$ cat src/rtl/fetch_stage_ctrl.sv
// Fetch stage with IF/ID pipeline register: drives a 1-cycle-latency instruction memory,
// holds on load-use stall (capturing the returning word in a skid entry) and flushes on redirect.
module fetch_stage_ctrl #(
  parameter int              XLEN      = 32,
  parameter logic [XLEN-1:0] RESET_PC  = '0,
  parameter logic [31:0]     NOP_INSTR = 32'h0000_0013
) (
  input  logic            clk,
  input  logic            rst_n,
  input  logic            stall,
  input  logic            redirect_valid,
  input  logic [XLEN-1:0] redirect_pc,
  output logic            imem_req,
  output logic [XLEN-1:0] imem_addr,
  input  logic [31:0]     imem_rdata,
  output logic            decode_valid,
  output logic [XLEN-1:0] decode_pc,
  output logic [31:0]     decode_instr,
  output logic [31:0]     stall_count
);

  logic [XLEN-1:0] pc_q, pc_d;
  logic [XLEN-1:0] if_pc_q, if_pc_d;
  logic            if_valid_q, if_valid_d;
  logic            skid_valid_q, skid_valid_d;
  logic [XLEN-1:0] skid_pc_q, skid_pc_d;
  logic [31:0]     skid_instr_q, skid_instr_d;
  logic            dec_valid_q, dec_valid_d;
  logic [XLEN-1:0] dec_pc_q, dec_pc_d;
  logic [31:0]     dec_instr_q, dec_instr_d;
  logic [31:0]     stall_count_q, stall_count_d;

  assign imem_addr    = redirect_valid ? redirect_pc : pc_q;
  assign imem_req     = rst_n & (redirect_valid | ~stall);
  assign decode_valid = dec_valid_q;
  assign decode_pc    = dec_pc_q;
  assign decode_instr = dec_instr_q;
  assign stall_count  = stall_count_q;

  always_comb begin
    pc_d          = pc_q;
    if_pc_d       = if_pc_q;
    if_valid_d    = if_valid_q;
    skid_valid_d  = skid_valid_q;
    skid_pc_d     = skid_pc_q;
    skid_instr_d  = skid_instr_q;
    dec_valid_d   = dec_valid_q;
    dec_pc_d      = dec_pc_q;
    dec_instr_d   = dec_instr_q;
    stall_count_d = stall_count_q;

    if (redirect_valid) begin
      dec_valid_d  = 1'b0;
      dec_instr_d  = NOP_INSTR;
      skid_valid_d = 1'b0;
      if_pc_d      = redirect_pc;
      if_valid_d   = 1'b1;
      pc_d         = redirect_pc + XLEN'(4);
    end else if (stall) begin
      if_valid_d = 1'b0;
      // Only the word already in flight needs parking; later stall cycles issue no request.
      if (if_valid_q) begin
        skid_valid_d = 1'b1;
        skid_pc_d    = if_pc_q;
        skid_instr_d = imem_rdata;
      end
      if (stall_count_q != 32'hFFFF_FFFF) begin
        stall_count_d = stall_count_q + 32'd1;
      end
    end else begin
      if (skid_valid_q) begin
        dec_valid_d = 1'b1;
        dec_pc_d    = skid_pc_q;
        dec_instr_d = skid_instr_q;
      end else begin
        dec_valid_d = if_valid_q;
        dec_pc_d    = if_pc_q;
        dec_instr_d = if_valid_q ? imem_rdata : NOP_INSTR;
      end
      skid_valid_d = 1'b0;
      if_pc_d      = pc_q;
      if_valid_d   = 1'b1;
      pc_d         = pc_q + XLEN'(4);
    end
  end

  always_ff @(posedge clk) begin
    if (!rst_n) begin
      pc_q          <= RESET_PC;
      if_pc_q       <= '0;
      if_valid_q    <= 1'b0;
      skid_valid_q  <= 1'b0;
      skid_pc_q     <= '0;
      skid_instr_q  <= NOP_INSTR;
      dec_valid_q   <= 1'b0;
      dec_pc_q      <= '0;
      dec_instr_q   <= NOP_INSTR;
      stall_count_q <= '0;
    end else begin
      pc_q          <= pc_d;
      if_pc_q       <= if_pc_d;
      if_valid_q    <= if_valid_d;
      skid_valid_q  <= skid_valid_d;
      skid_pc_q     <= skid_pc_d;
      skid_instr_q  <= skid_instr_d;
      dec_valid_q   <= dec_valid_d;
      dec_pc_q      <= dec_pc_d;
      dec_instr_q   <= dec_instr_d;
      stall_count_q <= stall_count_d;
    end
  end

endmodule

$ cat config.mk
export PLATFORM = sky130hd
export DESIGN_NAME = fetch_stage_ctrl
export DESIGN_NICKNAME = d
export VERILOG_FILES = /design/src/rtl/fetch_stage_ctrl.sv
export SDC_FILE = /design/constraint.sdc
export NUM_CORES = 1
export LEC_CHECK = 0
export ABC_CLOCK_PERIOD_IN_PS = 10000
export CAP_MARGIN = 20
export CORE_MARGIN = 1
export CORE_UTILIZATION = 60
export CTS_CLUSTER_DIAMETER = 50
export CTS_CLUSTER_SIZE = 8
export DETAILED_ROUTE_END_ITERATION = 6
export DONT_BUFFER_PORTS = 1
export HOLD_SLACK_MARGIN = 0.02
export PLACE_DENSITY = 0.76
export SLEW_MARGIN = 40
export SYNTH_ARGS = -nofsm -noshare
export SYNTH_HDL_FRONTEND = slang
export SYNTH_SLANG_ARGS = --single-unit
export TNS_END_PERCENT = 1
$ cat constraint.sdc
create_clock -name clk -period 10 [get_ports clk]
set_clock_uncertainty 0.2 [all_clocks]
set_input_delay 3 -clock clk [delete_from_list [all_inputs] [get_ports clk]]
set_output_delay 3 -clock clk [all_outputs]
set_load 0.005 [all_outputs]
Figure 1. Track usage over the die.
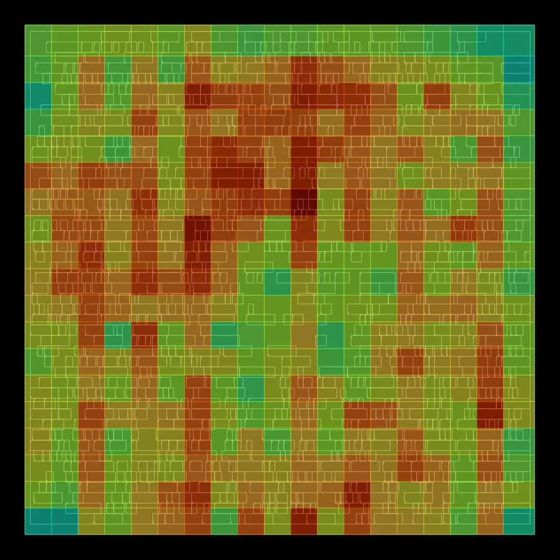
GRT met2 Usage: 46.6%
Final Core Density: 67.1%

Figure 2. Placed cells, one color a class.
Scale bar: 50 um.
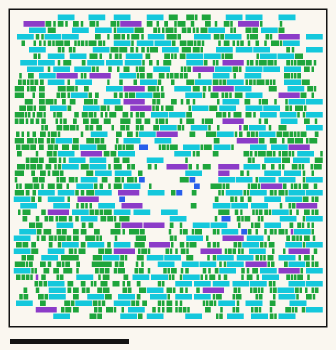
| color | class | cells | share of their area |
|---|---|---|---|
| purple | clock drivers and dummy loads | 41 | 8.8% |
| blue | remaining buffers and delay cells | 8 | 0.62% |
| green | remaining logic cells | 924 | 49% |
| cyan | sequential cells | 227 | 42% |
fin area: 11100 sq um
Core Area: 16600 sq um
Rows: 47
flop share of the area: 40.9%

Figure 3. Drive-strength map.
Scale bar: 50 um.
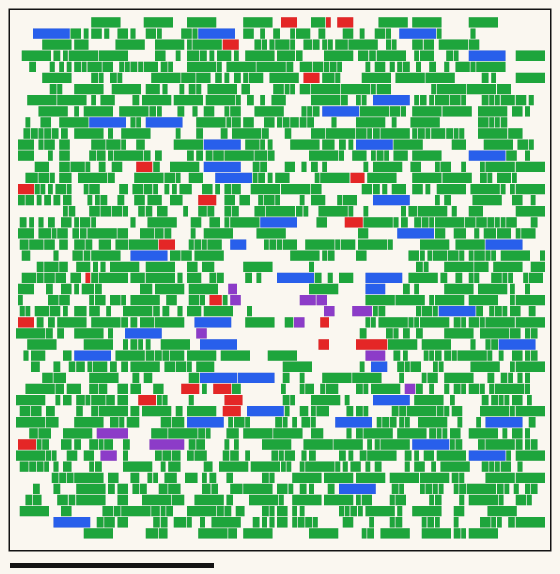
| color | size | cells |
|---|---|---|
| red | x2 | 23 |
| blue | x6 and larger | 40 |
| green | x1 and smaller | 1124 |
| purple | x3 and x4 | 13 |
Buffers, non-clock: 8
Area Growth Syn to Fin: 9.27%
Setup WS post-layout: 2.68 ns

Figure 4. Metal 1.
Scale bar: 50 um. Supply wires on this layer in gray.
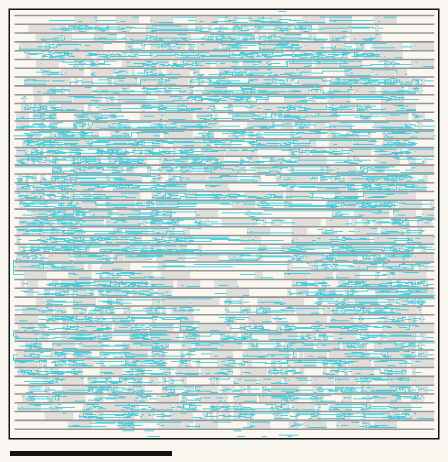
wire length on this layer: 11600 um
longest straight run: 41.4 um
main direction: horizontal
share of all routed wire: 43%
nets with wire on the layer: 1218

-- cell families after synthesis --
kind of cell               Yosys count
xor gates and xnor gates            15
AOI/OAI and AO/OA                  286
adders and majority gates            2
and+or+nand+nor                    524
muxes                               69
DFF                                227
buffers and inverters              122
-- layout by cell type, fill, tap and decap left out, drive strengths merged, types with 20 or more instances in the layout --
cell and instances:
nand2 189, a211oi 58, a22oi 33, a21oi 123
mux2i 58, nand3 69, nand4 20, inv 28
dfxtp 227, nor2 152, o21ai 21, clkbuf 41
-- where the power goes --
part / leakage, nW / switching, W / total (W) / internal, W
clock: 0.467 / 0.000374 / 0.00103 / 0.000655
combinational: 1.60 / 0.0000947 / 0.000147 / 0.0000519
sequential: 1.85 / 0.0000312 / 0.000975 / 0.000944
total: 3.92 / 0.000499 / 0.00215 / 0.00165
-- stage by stage --
step	power (W)	setup slack, ns	hold slack, ns	area [sq um]	cells
detailed placement	0.00114	2.75	0.246	10200	1379
CTS	0.00216	2.74	0.252	11100	1420
global route	0.00222	2.66	0.270	11100	1420
floorplan	0.00111	2.72	0.236	10200	1245
finish	0.00215	2.68	0.251	11100	1420
global placement	0.00113	2.78	0.241	10100	1379
-- state kept, by name (all words and copies together) (netlist names) --
name / count
skid_pc_q: 32
pc_q: 32
skid_instr_q: 32
decode_valid: 1
decode_instr: 32
decode_pc: 32
skid_valid_q: 1
if_valid_q: 1
if_pc_q: 32
stall_count: 32
-- worst max path at each step --
stage	start	to	slack, ns	cells after the start
2_1_floorplan	redirect_valid	imem_addr[18]	2.72	5
3_3_place_gp	redirect_valid	imem_req	2.78	3
3_5_place_dp	redirect_valid	imem_req	2.75	3
4_1_cts	redirect_valid	imem_req	2.74	3
5_1_grt	redirect_valid	imem_req	2.66	3
6_report	redirect_valid	imem_req	2.68	3
-- layer usage --
metal / track usage (%) / share of wire (%) / up-vias
li1: - / - / 4309
met3: 7.96 / 8.8 / 56
met4: 10.5 / 2.5 / 2
met5: 0 / 0.048 / -
met1: 40.2 / 43 / 4196
met2: 46.6 / 45 / 366
-- critical path: cells and delay by family --
family                 cells  cell delay [ns]
buffers and inverters      1             0.34
AND/OR/NAND/NOR            2             0.74
-- final cells by class --
| cell class | instances | share of cell area [%] |
|---|---|---|
| clock buffers | 41 | 8.55 |
| inverters | 28 | 0.967 |
| multi-input cells | 896 | 46.5 |
| flip-flops and latches | 227 | 40.9 |
| well taps | 220 | 2.47 |
| repair buffers | 8 | 0.607 |
==> impl_metrics.tcl <==
# implementation run metrics
set metrics [dict create \
    end_kind "output pin" \
    dp_hpwl_um 17200 \
    cts_hold_buf 0 \
    rr_startpoint "stall_count[9]" \
    ys_chip_area_sq_um 10200 \
    ys_sh_adder_pct 0.246 \
    mux_share_pct 6.92 \
    portBuffers 0 \
    clk_latency_ns 0.49 \
    async_reset_ff_share_pct 0 \
    clock_path_buffers 3 \
    enable_flop_cells 0 \
    first_pass_iters 5 \
    grt_pass1_wl_um 42600 \
    flop_cell "dfxtp_1" \
    path_cells "nand2b_2 -> nand2_1 -> inv_2" \
    power_leakage_nw 3.92 \
    setup_tns_ns 0 \
    peakVddDrop_mv 0.132 \
    yosysWarningCount 0 \
    most_common_cell "dfxtp_1" \
    finalSetupViolCount 0 \
    max_stage_delay_ns 0.56 \
    min_path_cells 2 \
    antenna_left 0 \
    numCtsBuffers 34 \
    status "finished, final reports clean" \
    rsz0062_at_grt "no" \
    synth.avg_cell_area_sq_um 8.18 \
    hp-start "skid_pc_q[13]" \
    top_cells_by_count "227 x dfxtp_1, 189 x nand2_1, 151 x nor2_1" \
    syn-instance-count 1245 \
]
Power is estimated from default activity; no workload was simulated.
